[src/rtl/fifo_defs.sv]
// Shared definitions for the transmit-layer FIFO family.
// Latency: n/a (definitions only).
// Backpressure: n/a (definitions only).
package fifo_defs;

  // Bit positions inside the sticky error vector
  localparam int ERR_OVF  = 0;
  localparam int ERR_UDF  = 1;
  localparam int ERR_BITS = 2;

  // Width pair used by the transmit-layer lane/class queues
  localparam int TX_DATA_WIDTH = 6;
  localparam int TX_ADDR_WIDTH = 2;

endpackage

[src/rtl/fifo_umbral_param_if.sv]
// Push/pop, threshold and status bundle for fifo_umbral_param.
// Latency: n/a (wiring only).
// Backpressure: n/a; rejected pushes/pops are reported through the error flags.
interface fifo_umbral_param_if
  import fifo_defs::*;
#(
  parameter int DATA_WIDTH = TX_DATA_WIDTH,
  parameter int ADDR_WIDTH = TX_ADDR_WIDTH
);
  logic                  init;
  logic                  wr_enable;
  logic                  rd_enable;
  logic [DATA_WIDTH-1:0] data_in;
  logic [ADDR_WIDTH:0]   umbral_alto;
  logic [ADDR_WIDTH:0]   umbral_bajo;
  logic [DATA_WIDTH-1:0] data_out;
  logic                  data_valid;
  logic [ADDR_WIDTH:0]   fifo_count;
  logic                  full;
  logic                  empty;
  logic                  almost_full;
  logic                  almost_empty;
  logic                  overflow_error;
  logic                  underflow_error;

  // Producer/consumer side (drives requests, observes status)
  modport master (
    output init, wr_enable, rd_enable, data_in, umbral_alto, umbral_bajo,
    input  data_out, data_valid, fifo_count, full, empty, almost_full,
           almost_empty, overflow_error, underflow_error
  );

  // FIFO side
  modport slave (
    input  init, wr_enable, rd_enable, data_in, umbral_alto, umbral_bajo,
    output data_out, data_valid, fifo_count, full, empty, almost_full,
           almost_empty, overflow_error, underflow_error
  );
endinterface

[src/rtl/fifo_mem_2p.sv]
// DEPTH x DATA_WIDTH register array, one write port and one read port.
// Latency: write lands at the clock edge; read is combinational from raddr_i.
// Backpressure: none; the owner decides when a write is legal.
module fifo_mem_2p #(
  parameter int DATA_WIDTH = 6,
  parameter int ADDR_WIDTH = 2
) (
  input  logic                  clk,
  input  logic                  we_i,
  input  logic [ADDR_WIDTH-1:0] waddr_i,
  input  logic [DATA_WIDTH-1:0] wdata_i,
  input  logic [ADDR_WIDTH-1:0] raddr_i,
  output logic [DATA_WIDTH-1:0] rdata_o
);
  localparam int DEPTH = 2 ** ADDR_WIDTH;

  logic [DATA_WIDTH-1:0] mem_q [DEPTH];

  // Storage is deliberately not reset; only the pointers define valid contents
  always_ff @(posedge clk) begin
    if (we_i) mem_q[waddr_i] <= wdata_i;
  end

  assign rdata_o = mem_q[raddr_i];
endmodule

[src/rtl/fifo_umbral_param.sv]
// Synchronous FIFO with runtime almost-full/almost-empty thresholds and sticky errors.
// Latency: pop data appears registered one clock after an accepted rd_enable.
// Backpressure: push at full without a pop is dropped (overflow); pop at empty is dropped (underflow).
module fifo_umbral_param
  import fifo_defs::*;
#(
  parameter int DATA_WIDTH = TX_DATA_WIDTH,
  parameter int ADDR_WIDTH = TX_ADDR_WIDTH
) (
  input  logic               clk,
  input  logic               reset_L,
  fifo_umbral_param_if.slave bus
);
  localparam int                DEPTH   = 2 ** ADDR_WIDTH;
  localparam logic [ADDR_WIDTH:0] DEPTH_C = (ADDR_WIDTH + 1)'(DEPTH);

  logic [ADDR_WIDTH-1:0] wr_ptr_q, wr_ptr_d;
  logic [ADDR_WIDTH-1:0] rd_ptr_q, rd_ptr_d;
  logic [ADDR_WIDTH:0]   count_q, count_d;
  logic [DATA_WIDTH-1:0] data_out_q, data_out_d;
  logic                  data_valid_q, data_valid_d;
  logic [ERR_BITS-1:0]   err_q, err_d;

  logic                  full_w, empty_w;
  logic                  push_acc, pop_acc, mem_we;
  logic [DATA_WIDTH-1:0] rd_data;

  // A pop frees a slot in the same cycle, so a full FIFO can still take a push alongside it
  assign full_w   = (count_q == DEPTH_C);
  assign empty_w  = (count_q == '0);
  assign pop_acc  = bus.rd_enable && !empty_w;
  assign push_acc = bus.wr_enable && (!full_w || pop_acc);
  assign mem_we   = push_acc && bus.init;

  fifo_mem_2p #(
    .DATA_WIDTH (DATA_WIDTH),
    .ADDR_WIDTH (ADDR_WIDTH)
  ) u_mem (
    .clk     (clk),
    .we_i    (mem_we),
    .waddr_i (wr_ptr_q),
    .wdata_i (bus.data_in),
    .raddr_i (rd_ptr_q),
    .rdata_o (rd_data)
  );

  // Next-state: pointers, occupancy, output register and sticky errors; init overrides all
  always_comb begin
    wr_ptr_d     = wr_ptr_q;
    rd_ptr_d     = rd_ptr_q;
    count_d      = count_q;
    data_out_d   = '0;
    data_valid_d = 1'b0;
    err_d        = err_q;

    if (!bus.init) begin
      wr_ptr_d = '0;
      rd_ptr_d = '0;
      count_d  = '0;
      err_d    = '0;
    end else begin
      if (push_acc) wr_ptr_d = wr_ptr_q + 1'b1;
      if (pop_acc) begin
        rd_ptr_d     = rd_ptr_q + 1'b1;
        data_out_d   = rd_data;
        data_valid_d = 1'b1;
      end
      unique case ({push_acc, pop_acc})
        2'b10:   count_d = count_q + 1'b1;
        2'b01:   count_d = count_q - 1'b1;
        default: count_d = count_q;
      endcase
      if (bus.wr_enable && full_w && !pop_acc) err_d[ERR_OVF] = 1'b1;
      if (bus.rd_enable && empty_w)            err_d[ERR_UDF] = 1'b1;
    end
  end

  // State registers with asynchronous clear
  always_ff @(posedge clk or negedge reset_L) begin
    if (!reset_L) begin
      wr_ptr_q     <= '0;
      rd_ptr_q     <= '0;
      count_q      <= '0;
      data_out_q   <= '0;
      data_valid_q <= 1'b0;
      err_q        <= '0;
    end else begin
      wr_ptr_q     <= wr_ptr_d;
      rd_ptr_q     <= rd_ptr_d;
      count_q      <= count_d;
      data_out_q   <= data_out_d;
      data_valid_q <= data_valid_d;
      err_q        <= err_d;
    end
  end

  assign bus.data_out        = data_out_q;
  assign bus.data_valid      = data_valid_q;
  assign bus.fifo_count      = count_q;
  assign bus.full            = full_w;
  assign bus.empty           = empty_w;
  assign bus.almost_full     = (count_q >= bus.umbral_alto) && !full_w;
  assign bus.almost_empty    = (count_q <= bus.umbral_bajo) && !empty_w;
  assign bus.overflow_error  = err_q[ERR_OVF];
  assign bus.underflow_error = err_q[ERR_UDF];

  a_count_range: assert property (@(posedge clk) disable iff (!reset_L)
    count_q <= DEPTH_C);
  a_count_ptrs: assert property (@(posedge clk) disable iff (!reset_L)
    full_w || (count_q == {1'b0, wr_ptr_q - rd_ptr_q}));
endmodule
[src/flat_wrapper.sv]
// flat-port wrapper written by rule: the top's interface ports become plain ports
module fifo_umbral_param_flat import fifo_defs::*;
#(
  parameter int DATA_WIDTH = TX_DATA_WIDTH,
  parameter int ADDR_WIDTH = TX_ADDR_WIDTH
)
  (clk, reset_L, bus_init, bus_wr_enable, bus_rd_enable, bus_data_in, bus_umbral_alto, bus_umbral_bajo, bus_data_out, bus_data_valid, bus_fifo_count, bus_full, bus_empty, bus_almost_full, bus_almost_empty, bus_overflow_error, bus_underflow_error);
  fifo_umbral_param_if #(.DATA_WIDTH(DATA_WIDTH), .ADDR_WIDTH(ADDR_WIDTH)) bus_i ();
  input  logic clk;
  input  logic reset_L;
  input wire logic [$bits(bus_i.init)-1:0] bus_init;
  input wire logic [$bits(bus_i.wr_enable)-1:0] bus_wr_enable;
  input wire logic [$bits(bus_i.rd_enable)-1:0] bus_rd_enable;
  input wire logic [$bits(bus_i.data_in)-1:0] bus_data_in;
  input wire logic [$bits(bus_i.umbral_alto)-1:0] bus_umbral_alto;
  input wire logic [$bits(bus_i.umbral_bajo)-1:0] bus_umbral_bajo;
  output wire logic [$bits(bus_i.data_out)-1:0] bus_data_out;
  output wire logic [$bits(bus_i.data_valid)-1:0] bus_data_valid;
  output wire logic [$bits(bus_i.fifo_count)-1:0] bus_fifo_count;
  output wire logic [$bits(bus_i.full)-1:0] bus_full;
  output wire logic [$bits(bus_i.empty)-1:0] bus_empty;
  output wire logic [$bits(bus_i.almost_full)-1:0] bus_almost_full;
  output wire logic [$bits(bus_i.almost_empty)-1:0] bus_almost_empty;
  output wire logic [$bits(bus_i.overflow_error)-1:0] bus_overflow_error;
  output wire logic [$bits(bus_i.underflow_error)-1:0] bus_underflow_error;
  assign bus_i.init = bus_init;
  assign bus_i.wr_enable = bus_wr_enable;
  assign bus_i.rd_enable = bus_rd_enable;
  assign bus_i.data_in = bus_data_in;
  assign bus_i.umbral_alto = bus_umbral_alto;
  assign bus_i.umbral_bajo = bus_umbral_bajo;
  assign bus_data_out = bus_i.data_out;
  assign bus_data_valid = bus_i.data_valid;
  assign bus_fifo_count = bus_i.fifo_count;
  assign bus_full = bus_i.full;
  assign bus_empty = bus_i.empty;
  assign bus_almost_full = bus_i.almost_full;
  assign bus_almost_empty = bus_i.almost_empty;
  assign bus_overflow_error = bus_i.overflow_error;
  assign bus_underflow_error = bus_i.underflow_error;
  fifo_umbral_param #(.DATA_WIDTH(DATA_WIDTH), .ADDR_WIDTH(ADDR_WIDTH)) u_core (.clk(clk), .reset_L(reset_L), .bus(bus_i));
endmodule
[config.mk]
export PLATFORM = sky130hd
export DESIGN_NAME = fifo_umbral_param_flat
export DESIGN_NICKNAME = d
export VERILOG_FILES = /design/src/rtl/fifo_defs.sv /design/src/rtl/fifo_umbral_param_if.sv /design/src/rtl/fifo_mem_2p.sv /design/src/rtl/fifo_umbral_param.sv /design/src/flat_wrapper.sv
export SDC_FILE = /design/constraint.sdc
export NUM_CORES = 1
export LEC_CHECK = 0
export CORE_MARGIN = 2
export CORE_UTILIZATION = 44
export DETAILED_ROUTE_END_ITERATION = 8
export PLACE_DENSITY = 0.67
export SYNTH_ARGS = -nofsm -noshare
export SYNTH_HDL_FRONTEND = slang
export SYNTH_SLANG_ARGS = --single-unit
[constraint.sdc]
create_clock -name clk -period 2.6 [get_ports clk]
set_input_delay 0.52 -clock clk [delete_from_list [all_inputs] [get_ports clk]]
set_output_delay 0.52 -clock clk [all_outputs]
set_load 0.01 [all_outputs]
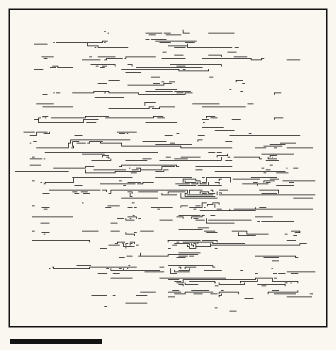
**Above:** the metal 1 layer.
Bar = 20 um.
The wires run mostly horizontal. The layer holds 44% of the routed length. The longest straight run is 24.4 um. The layer carries 1470 um of wire. 173 nets have wire on it.
met1 routing resource usage after global routing: 0.200
total via count in the routed design: 1137
Total Wirelength: 3.37 mm

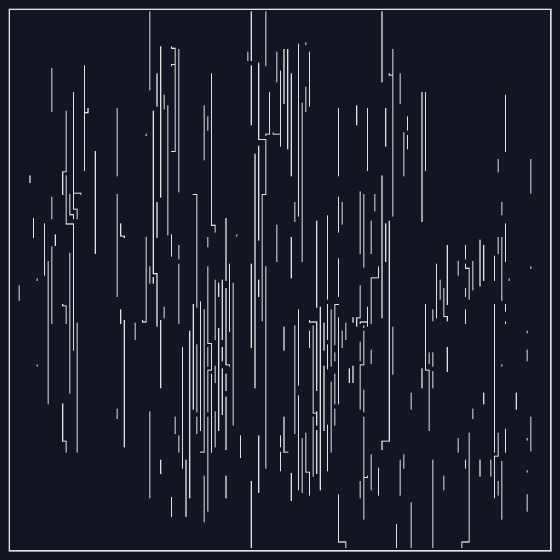
**Above:** M2 wires.
The wires run mostly vertical. The layer holds 49% of the routed length. The longest straight run is 29.6 um. 168 nets have wire on it. The layer carries 1640 um of wire.
GR Util met2: 0.273

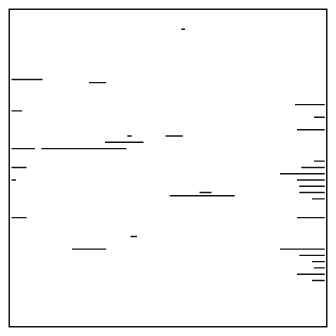
**Above:** M3 wires.
The wires run mostly horizontal. The layer carries 160 um of wire. The longest straight run is 18.2 um. 27 nets have wire on it. The layer holds 4.8% of the routed length.
met3 Usage GRT: 0.0378

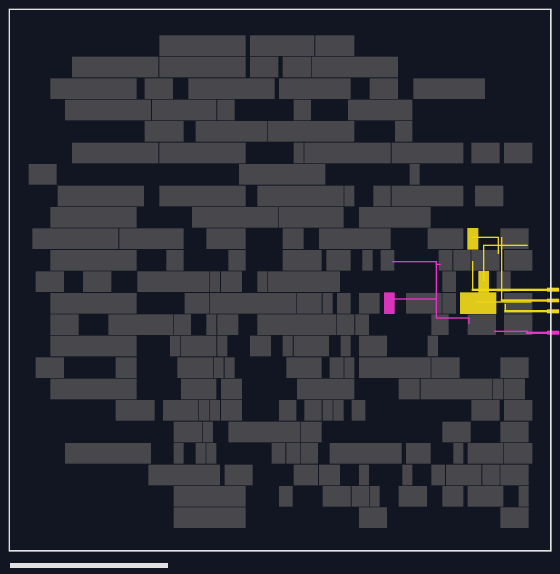
**Above:** nets reached from selected ports.
Bar = 20 um.
Key: yellow = `bus_umbral_bajo` [bits 3, direction input, end cells 3, buffers 3, wire 55.1 um]; magenta = `bus_empty` [bits 1, direction output, end cells 1, buffers 1, wire 30.5 um]
number of top-level pins: 33
IO buf count: 32

==> run notes <==
The flow ran to the end, and the final reports show no timing, DRC or antenna violations. The delay of the slowest cell on the worst path is 0.54 ns, and the HPWL reported at the end of detailed placement is 2.43 mm. The cell family contributing the most delay on the critical path is buffers and inverters.

The wire length of the first global-routing pass is 5.40 mm, and the final cell area excluding filler cells is 0.00234 mm2. Once detail routing completed, the nets flagged for antenna violations numbered 0. Async set-reset flop share out of synthesis: 0.400. For the quantity of hold-fixing buffers added after cts, the log shows 0. Per the final timing report, the hold violations number 0. Most popular library cell in the synthesized design by count: edfxtp_1. In the final report, the number of endpoints failing setup comes to 0.

Synthesis produced 132 cells. The synthesis report names the predominant flop master as edfxtp_1. The floorplan step set the die width to 68.4 um.

The cell count of the worst hold path is 2, and the final period utilization is 0.971. The report lists the cells along the critical path as buf_4 > or3_1 > inv_1 > clkdlybuf4s50_1. For the initial core utilization, the log shows 0.457.

By instance count after routing, the leading logic cell type is clkdlybuf4s50_1. In the post-route analysis, the smallest setup slack over all paths is 0.0765 ns. After clock tree synthesis, the clock-pin slew on the worst setup and hold paths is 0.08 ns.

The worst max-slew margin expressed relative to the limit is 0.503. For this run, design rule violations remaining after detail routing come to 0. A synthesized cell averages 13.8 um2. Total power for the finished layout comes to 1.78 mW.

For flop-to-flop paths, the worst setup slack is 0.47 ns. The clock buffer count from CTS was 5. In this run the worst setup path begins at u_core.bus.fifo_count[1]. The total global routing overflow is 0, and the maximum vdd ir drop is 0.363 mV. The first-pass iteration count of the detailed router came out at 4. CTS placed an instance of clkbuf_8 at the clock tree root. The vertical extent of the die is 68.4 um. For the sum of negative setup slack, the log shows 0 ns. With the xor and xnor area share after synthesis at 0.0144, the total global routing track utilization is 0.166. With the adder and majority cell fraction of the synthesized area at 0.0795, the largest driver fanout on the critical path is 8.

With the quantity of gates resized following cts at 2, the count of state elements after synthesis is 40. The run gives 2 for the H-tree level count. STA classifies the critical path startpoint as a flop.

After floorplanning, the core was divided into 23 placement rows. The main area contributors are edfxtp_1, dfrtp_1, mux4_2. The final layout contains 204 nets. The maximum frequency from static timing analysis was 0.396 GHz.

The library cells used most frequently in the layout, excluding fill and tap cells, are clkdlybuf4s50_1, edfxtp_1, dfrtp_1. The tools report the number of pins exceeding their max-slew limit in the final report as 0. By startpoint and endpoint, the worst setup path is classified as flop to primary output. The largest combinational cell category by area was simple AND/OR/NAND/NOR gates. Slowest cell on the critical path: clkdlybuf4s50_1. Before any placement, the netlist area is recorded as 0.00183 mm2. Buffers added to address setup during post-CTS repair amount to 0. Maximum clock skew at final layout: 0.0103 ns. The worst setup path is captured at a primary output. The worst hold margin was 0.509 ns.

The number of DRC markers in iteration 0 is 26. The sink count of the clock tree is 40, and the via count of the first global-routing pass is 1154. The critical path endpoint has a required time of 2.08 ns. Startpoint of the lowest-slack hold path: u_core.err_q[0].

The logic depth of the worst register-to-register path came out at 8. The worst reg2reg path startpoint was u_core.bus.fifo_count[1]. After synthesis, the most frequently instantiated cells are edfxtp_1, dfrtp_1, inv_1. The data arrival time of the critical path was 2.00 ns; the post-synthesis compound-gate area fraction was 0.0664. Counting the fill cells in the layout gives 316.

The area share of the largest cell type after synthesis was 0.395. In this run the deepest clock path goes through 2 buffers. Total tool warning count: 29. For this run, the detailed router reports a per-instance via density of 5.01.

RePlAce ended its routability-driven mode at a weighted congestion of 0.799. The netlist uses 34 different library cells. The layout overhead on the synthesized area was 28.1%. The Yosys chip area was 0.00183 mm2.

For this design, Yosys synthesis ends with a cell count of 132. The share of post-route cells with drive strength above 1 was 0.153. With the total number of yosys warnings at 0, the cell area power density is 762 mW/mm2. The tools report the capturing point of the worst reg2reg path as u_core.bus.fifo_count[2]. The run gives 0.0904 for the synthesized-area fraction occupied by and/or/nand/nor cells. The count of cells in the finished layout, fillers not included, comes to 227.

Setup repair after global routing left no endpoint under its margin.
layer usage:
| metal | up-vias | GRT usage | part of all wire | wire [um] |
|---|---|---|---|---|
| li1 | 551 | - | - | - |
| met2 | 35 | 0.273 | 0.49 | 1640 |
| met4 | 0 | 0.0925 | 0.028 | 95 |
| met3 | 9 | 0.0378 | 0.048 | 160 |
| met1 | 542 | 0.200 | 0.44 | 1470 |
| met5 | - | 0 | 0 | 0 |
logic make-up after synthesis:
logic type | count (synthesis)
flip-flops | 40
AND/OR/NAND/NOR | 33
buffers and inverters | 21
AND-OR/OR-AND | 15
adder cells (fa/ha/maj) | 11
multiplexers | 9
XOR/XNOR | 3
where the power goes:
| group | switching [mW] | total (mW) | internal (mW) |
|---|---|---|---|
| clock | 0.218 | 0.403 | 0.185 |
| combinational | 0.267 | 0.574 | 0.307 |
| sequential | 0.0695 | 0.805 | 0.736 |
| total | 0.554 | 1.78 | 1.23 |
layout make-up:
type	count	area, um2	share of cell area
Inverter	17	63.8	0.0273
Multi-Input combinational cell	71	623	0.266
Timing Repair Buffer	41	382	0.163
Clock inverter	3	18.8	0.00802
Sequential cell	40	1120	0.479
Tap cell	50	62.6	0.0267
Clock buffer	5	68.8	0.0294
flip-flops by register name, summed over array words and instances, names as in the netlist:
name                   cells
u_core.err_q               2
u_core.wr_ptr_q            2
u_core.bus.fifo_count      3
u_core.bus.data_out        6
u_core.u_mem.mem_q        24
u_core.bus.data_valid      1
u_core.rd_ptr_q            2
worst max path at each step:
stage / end / cells after the start
4_1_cts: bus_almost_empty / 8
5_1_grt: bus_empty / 4
6_report: bus_empty / 4
3_3_place_gp: bus_almost_empty / 8
3_5_place_dp: bus_almost_empty / 8
2_1_floorplan: bus_almost_full / 6
Power and IR drop assume default switching activity.
